[config.mk]
export PLATFORM = sky130hd
export DESIGN_NAME = dds_sweep_sequencer_flat
export DESIGN_NICKNAME = d
export VERILOG_FILES = /design/src/rtl/dds_pkg.sv /design/src/rtl/dds_sweep_sequencer_if.sv /design/src/rtl/dds_sweep_sequencer_dwell.sv /design/src/rtl/dds_sweep_sequencer.sv /design/src/flat_wrapper.sv
export SDC_FILE = /design/constraint.sdc
export NUM_CORES = 1
export LEC_CHECK = 0
export CELL_PAD_IN_SITES_DETAIL_PLACEMENT = 0
export CELL_PAD_IN_SITES_GLOBAL_PLACEMENT = 1
export CORE_MARGIN = 3
export CORE_UTILIZATION = 36
export DETAILED_ROUTE_END_ITERATION = 7
export GPL_TIMING_DRIVEN = 0
export PLACE_DENSITY = 0.83
export RECOVER_POWER = 25
export SETUP_SLACK_MARGIN = 0.02
export SYNTH_ARGS = -nofsm -noshare
export SYNTH_HDL_FRONTEND = slang
export SYNTH_SLANG_ARGS = --single-unit
[constraint.sdc]
create_clock -name clk -period 2.8 [get_ports clk]
set_input_delay 0.42 -clock clk [delete_from_list [all_inputs] [get_ports clk]]
set_output_delay 0.42 -clock clk [all_outputs]
set_load 0.03 [all_outputs]
[src/rtl/dds_pkg.sv]
// Shared constants and FSM state encoding for the DDS sweep sequencer.
package dds_pkg;

    localparam int IDX_W      = 7;
    localparam int DATA_W     = 32;
    localparam int DWELL_NONE = 0;

    typedef enum logic [2:0] {
        ST_IDLE      = 3'd0,
        ST_FETCH     = 3'd1,
        ST_WAIT_LUT  = 3'd2,
        ST_ISSUE     = 3'd3,
        ST_WAIT_DONE = 3'd4,
        ST_DWELL     = 3'd5
    } dds_state_e;

endpackage

[src/rtl/dds_sweep_sequencer_if.sv]
// Write handshake between the sweep sequencer (master) and the parallel-port bus engine (slave).
interface dds_sweep_sequencer_if;
    import dds_pkg::*;

    logic              wr_valid_o;
    logic [DATA_W-1:0] wr_data_o;
    logic              wr_ready_i;
    logic              frame_done_i;

    modport master (
        output wr_valid_o,
        output wr_data_o,
        input  wr_ready_i,
        input  frame_done_i
    );

    modport slave (
        input  wr_valid_o,
        input  wr_data_o,
        output wr_ready_i,
        output frame_done_i
    );

endinterface

[src/rtl/dds_sweep_sequencer_dwell.sv]
// Dwell down-counter: load with N, expires after N enabled clocks (N >= 1).
module dds_dwell_timer #(
    parameter int W = 24
) (
    input  logic         clk,
    input  logic         rstn,
    input  logic         clr_i,
    input  logic         load_i,
    input  logic [W-1:0] val_i,
    input  logic         en_i,
    output logic         expired_o
);

    logic [W-1:0] r_cnt;

    // Loading N-1 lets the terminal-count compare fire on the Nth enabled clock.
    always_ff @(posedge clk or negedge rstn) begin
        if (!rstn) begin
            r_cnt <= '0;
        end else if (clr_i) begin
            r_cnt <= '0;
        end else if (load_i) begin
            r_cnt <= val_i - W'(1);
        end else if (en_i && (r_cnt != '0)) begin
            r_cnt <= r_cnt - W'(1);
        end
    end

    assign expired_o = (r_cnt == '0);

endmodule

[src/rtl/dds_sweep_sequencer.sv]
// DDS sweep sequencer: walks LUT indices, hands each word to the bus engine, dwells between steps.
// Build option DDS_SWEEP_PINGPONG_EN adds pingpong_i for a triangle sweep when looping.
module dds_sweep_sequencer
    import dds_pkg::*;
#(
    parameter int IDXW    = IDX_W,
    parameter int DWELLW  = 24,
    parameter int LUT_LAT = 1
) (
    input  logic                  clk,
    input  logic                  rstn,
    input  logic                  start_i,
    input  logic                  abort_i,
    input  logic                  loop_i,
`ifdef DDS_SWEEP_PINGPONG_EN
    input  logic                  pingpong_i,
`endif
    input  logic [IDXW-1:0]       first_idx_i,
    input  logic [IDXW-1:0]       last_idx_i,
    input  logic [DWELLW-1:0]     dwell_i,
    output logic [IDXW-1:0]       lut_idx_o,
    input  logic [DATA_W-1:0]     lut_data_i,
    dds_sweep_sequencer_if.master wr,
    output logic                  busy_o,
    output logic                  step_o,
    output logic                  done_o,
    output logic                  err_o
);

    // state     | meaning
    // IDLE      | waiting for start_i
    // FETCH     | drive lut_idx_o with the current index
    // WAIT_LUT  | let the LUT read latency elapse, then capture the word
    // ISSUE     | wr_valid_o held until the engine accepts
    // WAIT_DONE | waiting for the engine's IO_update (frame_done_i)
    // DWELL     | idle for the programmed dwell before the next step
    localparam logic [2:0] S_IDLE      = ST_IDLE;
    localparam logic [2:0] S_FETCH     = ST_FETCH;
    localparam logic [2:0] S_WAIT_LUT  = ST_WAIT_LUT;
    localparam logic [2:0] S_ISSUE     = ST_ISSUE;
    localparam logic [2:0] S_WAIT_DONE = ST_WAIT_DONE;
    localparam logic [2:0] S_DWELL     = ST_DWELL;

    localparam logic [IDXW-1:0] ONE = IDXW'(1);

    logic [2:0]        r_state;
    logic [IDXW-1:0]   r_idx;
    logic [IDXW-1:0]   r_first;
    logic [IDXW-1:0]   r_last;
    logic              r_loop;
    logic [DWELLW-1:0] r_dwell;
    logic [1:0]        r_lat;
    logic [IDXW-1:0]   r_lut_idx;
    logic              r_wr_valid;
    logic [DATA_W-1:0] r_wr_data;
    logic              r_busy;
    logic              r_step;
    logic              r_done;
    logic              r_err;
`ifdef DDS_SWEEP_PINGPONG_EN
    logic              r_pp;
    logic              r_up;
    logic              w_nxt_up;
`endif

    logic              w_fd_take;
    logic              w_has_dwell;
    logic              w_dwell_load;
    logic              w_dwell_exp;
    logic              w_next_step;
    logic [IDXW-1:0]   w_nxt_idx;
    logic              w_nxt_end;

    assign w_fd_take    = (r_state == S_WAIT_DONE) && wr.frame_done_i;
    assign w_has_dwell  = (r_dwell != DWELLW'(DWELL_NONE));
    assign w_dwell_load = !abort_i && w_fd_take && w_has_dwell;
    assign w_next_step  = !abort_i && ((w_fd_take && !w_has_dwell) ||
                                       ((r_state == S_DWELL) && w_dwell_exp));

    dds_dwell_timer #(
        .W (DWELLW)
    ) u_dwell (
        .clk       (clk),
        .rstn      (rstn),
        .clr_i     (abort_i),
        .load_i    (w_dwell_load),
        .val_i     (r_dwell),
        .en_i      (r_state == S_DWELL),
        .expired_o (w_dwell_exp)
    );

    // The range end is checked before incrementing, so an index at 2^IDXW-1 never wraps.
    always_comb begin
        w_nxt_idx = r_idx;
        w_nxt_end = 1'b0;
`ifdef DDS_SWEEP_PINGPONG_EN
        w_nxt_up  = r_up;
        if (r_pp && r_loop) begin
            if (r_first == r_last) begin
                w_nxt_idx = r_idx;
            end else if (r_up) begin
                if (r_idx != r_last) begin
                    w_nxt_idx = r_idx + ONE;
                end else begin
                    w_nxt_idx = r_idx - ONE;
                    w_nxt_up  = 1'b0;
                end
            end else begin
                if (r_idx != r_first) begin
                    w_nxt_idx = r_idx - ONE;
                end else begin
                    w_nxt_idx = r_idx + ONE;
                    w_nxt_up  = 1'b1;
                end
            end
        end else
`endif
        if (r_idx != r_last) begin
            w_nxt_idx = r_idx + ONE;
        end else if (r_loop) begin
            w_nxt_idx = r_first;
        end else begin
            w_nxt_end = 1'b1;
        end
    end

    always_ff @(posedge clk or negedge rstn) begin
        if (!rstn) begin
            r_state    <= S_IDLE;
            r_idx      <= '0;
            r_first    <= '0;
            r_last     <= '0;
            r_loop     <= 1'b0;
            r_dwell    <= '0;
            r_lat      <= '0;
            r_lut_idx  <= '0;
            r_wr_valid <= 1'b0;
            r_wr_data  <= '0;
            r_busy     <= 1'b0;
            r_step     <= 1'b0;
            r_done     <= 1'b0;
            r_err      <= 1'b0;
`ifdef DDS_SWEEP_PINGPONG_EN
            r_pp       <= 1'b0;
            r_up       <= 1'b1;
`endif
        end else begin
            r_step <= 1'b0;
            r_done <= 1'b0;
            if (abort_i) begin
                r_state    <= S_IDLE;
                r_wr_valid <= 1'b0;
                r_busy     <= 1'b0;
            end else begin
                case (r_state)
                    S_IDLE: begin
                        if (start_i) begin
                            r_first <= first_idx_i;
                            r_last  <= last_idx_i;
                            r_loop  <= loop_i;
                            r_dwell <= dwell_i;
                            r_idx   <= first_idx_i;
`ifdef DDS_SWEEP_PINGPONG_EN
                            r_pp    <= pingpong_i;
                            r_up    <= 1'b1;
`endif
                            if (first_idx_i > last_idx_i) begin
                                r_err  <= 1'b1;
                                r_done <= 1'b1;
                            end else begin
                                r_err   <= 1'b0;
                                r_busy  <= 1'b1;
                                r_state <= S_FETCH;
                            end
                        end
                    end
                    S_FETCH: begin
                        r_lut_idx <= r_idx;
                        r_lat     <= 2'(LUT_LAT);
                        r_state   <= S_WAIT_LUT;
                    end
                    S_WAIT_LUT: begin
                        if (r_lat == 2'd0) begin
                            r_wr_data  <= lut_data_i;
                            r_wr_valid <= 1'b1;
                            r_state    <= S_ISSUE;
                        end else begin
                            r_lat <= r_lat - 2'd1;
                        end
                    end
                    S_ISSUE: begin
                        if (wr.wr_ready_i) begin
                            r_wr_valid <= 1'b0;
                            r_state    <= S_WAIT_DONE;
                        end
                    end
                    S_WAIT_DONE: begin
                        if (wr.frame_done_i) begin
                            r_step <= 1'b1;
                            if (w_has_dwell) begin
                                r_state <= S_DWELL;
                            end
                        end
                    end
                    S_DWELL: begin
                    end
                    default: r_state <= S_IDLE;
                endcase

                if (w_next_step) begin
                    if (w_nxt_end) begin
                        r_done  <= 1'b1;
                        r_busy  <= 1'b0;
                        r_state <= S_IDLE;
                    end else begin
                        r_idx   <= w_nxt_idx;
                        r_state <= S_FETCH;
`ifdef DDS_SWEEP_PINGPONG_EN
                        r_up    <= w_nxt_up;
`endif
                    end
                end
            end
        end
    end

    assign lut_idx_o     = r_lut_idx;
    assign wr.wr_valid_o = r_wr_valid;
    assign wr.wr_data_o  = r_wr_data;
    assign busy_o        = r_busy;
    assign step_o        = r_step;
    assign done_o        = r_done;
    assign err_o         = r_err;

endmodule

[src/flat_wrapper.sv]
// flat-port wrapper written by rule: the top's interface ports become plain ports
module dds_sweep_sequencer_flat import dds_pkg::*;
#(
    parameter int IDXW    = IDX_W,
    parameter int DWELLW  = 24,
    parameter int LUT_LAT = 1
)
  (clk, rstn, start_i, abort_i, loop_i, first_idx_i, last_idx_i, dwell_i, lut_idx_o, lut_data_i, busy_o, step_o, done_o, err_o, wr_wr_valid_o, wr_wr_data_o, wr_wr_ready_i, wr_frame_done_i);
  dds_sweep_sequencer_if wr_i ();
  input  logic clk;
  input  logic rstn;
  input  logic start_i;
  input  logic abort_i;
  input  logic loop_i;
  input  logic [IDXW-1:0] first_idx_i;
  input  logic [IDXW-1:0] last_idx_i;
  input  logic [DWELLW-1:0] dwell_i;
  output logic [IDXW-1:0] lut_idx_o;
  input  logic [DATA_W-1:0] lut_data_i;
  output logic busy_o;
  output logic step_o;
  output logic done_o;
  output logic err_o;
  output wire logic [$bits(wr_i.wr_valid_o)-1:0] wr_wr_valid_o;
  output wire logic [$bits(wr_i.wr_data_o)-1:0] wr_wr_data_o;
  input wire logic [$bits(wr_i.wr_ready_i)-1:0] wr_wr_ready_i;
  input wire logic [$bits(wr_i.frame_done_i)-1:0] wr_frame_done_i;
  assign wr_wr_valid_o = wr_i.wr_valid_o;
  assign wr_wr_data_o = wr_i.wr_data_o;
  assign wr_i.wr_ready_i = wr_wr_ready_i;
  assign wr_i.frame_done_i = wr_frame_done_i;
  dds_sweep_sequencer #(.IDXW(IDXW), .DWELLW(DWELLW), .LUT_LAT(LUT_LAT)) u_core (.clk(clk), .rstn(rstn), .start_i(start_i), .abort_i(abort_i), .loop_i(loop_i), .first_idx_i(first_idx_i), .last_idx_i(last_idx_i), .dwell_i(dwell_i), .lut_idx_o(lut_idx_o), .lut_data_i(lut_data_i), .wr(wr_i), .busy_o(busy_o), .step_o(step_o), .done_o(done_o), .err_o(err_o));
endmodule
**Routing congestion**

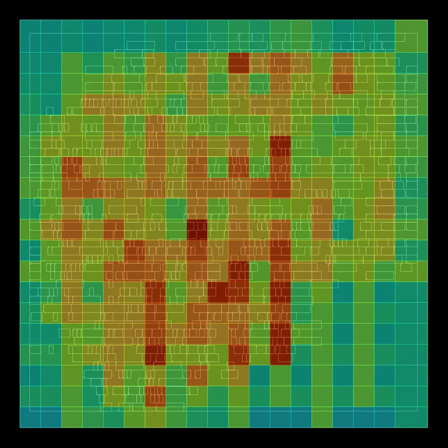
drt wl/cell: 16.1 um
Total GRT Usage: 0.186
final core occ: 0.520
GRT met1 Usage: 0.258
met2 Use GR: 0.287

**Clock distribution**

Scale: 3 px per um.
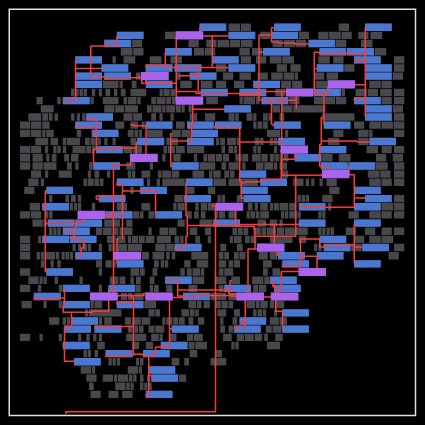
Red is clock wires, length 1610 um. Blue is flip-flops, count 119. Purple is cells driving clock nets, count 17.
Position of the flops: spread over the die.
Clock Skew: 0.0128 ns
Late-Pin Clk Latency: 0.42 ns
clock power share: 0.292
Clock Power: 2.21 mW

==> flow_summary_export.csv <==
group,metric,value,unit
synthesis,ys_cells,623,
synthesis,syn-num-nets,709,
finish,area_growth,39.5,%
power_and_ir_drop,p_per_area,905,nW/um^2
die,chipHeight,135,um
timing,min_period_over_period,1.00,
timing,fmax,356,MHz
worst_setup_path,critical_path_class,"reg -> reg",
placement,place_area,7490,um^2
synthesis,syn-instance-count,623,
die,pin_count,121,
flow_run,max_cap_violations,0,
min_path,min_from,"u_core.r_first[2]",
drt,dr_total_vias,5069,
cts,clock_path_buffers,2,
timing,period_minus_slack,2.81,ns
timing,worst_slack,-0.00765,ns
worst_setup_path,cpMostUsedCell,"or4_4",
finish,final_cell_mix,"131 x nand2_1, 119 x clkdlybuf4s50_1, 119 x dfrtp_1, 43 x nor2_1, 40 x mux2_2",
run_status,outcome,"complete, but fails checks",
timing,finalHoldViolCount,0,
worst_setup_path,crit_start,"u_core.r_dwell[13]",
finish,fin_area,8350,um^2
cts,root_buffer,"clkbuf_16",
grt,grt_first_pass_wirelength,26.9,mm
timing,max_slew_margin,0.270,
drt,postRouteWirelength,16.2,mm
worst_setup_path,crit_family,"simple AND/OR/NAND/NOR gates",
die,fp.dieW,135,um
worst_setup_path,worst_ep_arrival_time,3.10,ns
timing,setup_viol,1,
synthesis,avgSynthCellArea,9.61,um^2
die,fp-utilization,0.373,
worst_setup_path,rr_worst_depth,8,
finish,layout_top_cell,"nand2_1",
grt,grt_pass1_vias,5219,
synthesis,ys_async_sr_fraction,1.00,
cts,cts_buffers,17,
finish,fillCellCount,1397,
worst_setup_path,path_buffers,1,
run_status,violations,"negative setup slack",
flow_run,tool_warnings,28,
==> layout make-up <==
type,count,share of cell area
Buffer,29,0.0192
Inverter,16,0.00719
Clock inverter,15,0.0211
Clock buffer,17,0.0509
Tap cell,216,0.0324
Timing Repair Buffer,134,0.157
Sequential cell,119,0.357
Multi-Input combinational cell,459,0.356
==> kinds of logic after synthesis <==
family                     count (synthesis)  synth area share
xor gates and xnor gates                  35            0.0512
and+or+nand+nor                          271             0.209
adders and majority gates                  9            0.0188
DFF                                      119             0.497
AOI/OAI and AO/OA                         97             0.105
buffers and inverters                     45            0.0307
muxes                                     47            0.0878
==> per-layer routing <==
layer / routed length (um) / part of all wire / global-route usage
met5: 0 / 0 / 0
met4: 242 / 0.015 / 0.0627
met3: 905 / 0.056 / 0.0455
met2: 7540 / 0.46 / 0.287
met1: 7540 / 0.46 / 0.258
==> Yosys cell counts, types with 11 or more instances <==
cell	number	area (um^2)
dfrtp_1	119	2980
nand3_1	13	65.1
a21oi_1	20	100
a211oi_1	12	90.1
nand2_1	131	492
nor2_1	45	169
xor2_1	11	96.3
inv_1	16	60.1
nor4_1	14	87.6
xnor2_1	24	210
clkbuf_1	21	78.8
o21ai_0	24	120
mux2_2	40	450
nor3_1	19	95.1
==> timing repair <==
action                                  in CTS  in global routing
hold endpoints to repair                    44                  0
endpoints found under the setup margin      31                 31
hold buffers                                 1                  0
resized                                     18                 21
buffers inserted                             5                  7
pin swaps                                    5                  8
==> metrics by stage <==
stage               instances  hold WS, ns  power [mW]  setup TNS (ns)
CTS                       998        0.475        7.56               0
global route             1005        0.496        8.01           -1.79
detailed placement        960        0.371        5.26          -10.82
floorplan                 623        0.124        4.18               0
finish                   1005        0.472        7.56        -0.00765
global placement          959        0.452        5.18         -402.86
==> flip-flops by register name, summed over array words and instances, names as in the netlist <==
| signal | flops |
|---|---|
| u_core.r_dwell | 24 |
| u_core.r_state | 3 |
| u_core.wr.wr_valid_o | 1 |
| u_core.r_first | 7 |
| u_core.step_o | 1 |
| u_core.r_loop | 1 |
| u_core.busy_o | 1 |
| u_core.done_o | 1 |
| u_core.lut_idx_o | 7 |
| u_core.r_lat | 2 |
| u_core.r_last | 7 |
| u_core.wr.wr_data_o | 32 |
| u_core.r_idx | 7 |
| u_core.err_o | 1 |
| u_core.u_dwell.r_cnt | 24 |
==> where the power goes <==
| part | switching (mW) | internal, mW | leakage (nW) | total, mW |
|---|---|---|---|---|
| clock | 0.807 | 1.40 | 0.290 | 2.21 |
| combinational | 1.42 | 1.25 | 1.87 | 2.67 |
| sequential | 0.427 | 2.26 | 1.52 | 2.68 |
| total | 2.65 | 4.91 | 3.68 | 7.56 |
==> worst min-delay path by stage <==
stage / cells past startpoint / slack, ns / end
2_1_floorplan: 0 / 0.12 / u_core.busy_o
3_3_place_gp: 2 / 0.45 / u_core.r_first[2]
3_5_place_dp: 1 / 0.37 / u_core.r_dwell[14]
4_1_cts: 2 / 0.47 / u_core.r_first[2]
5_1_grt: 2 / 0.50 / u_core.r_first[0]
6_report: 2 / 0.47 / u_core.r_first[2]
==> tightest hold or removal path: stages, from the launching register on <==
cell,delay [ns]
dfrtp_1,0.33
nand2_1,0.05
nand2_1,0.05
Power figures rest on the tool's default switching activity, not on a simulated workload.
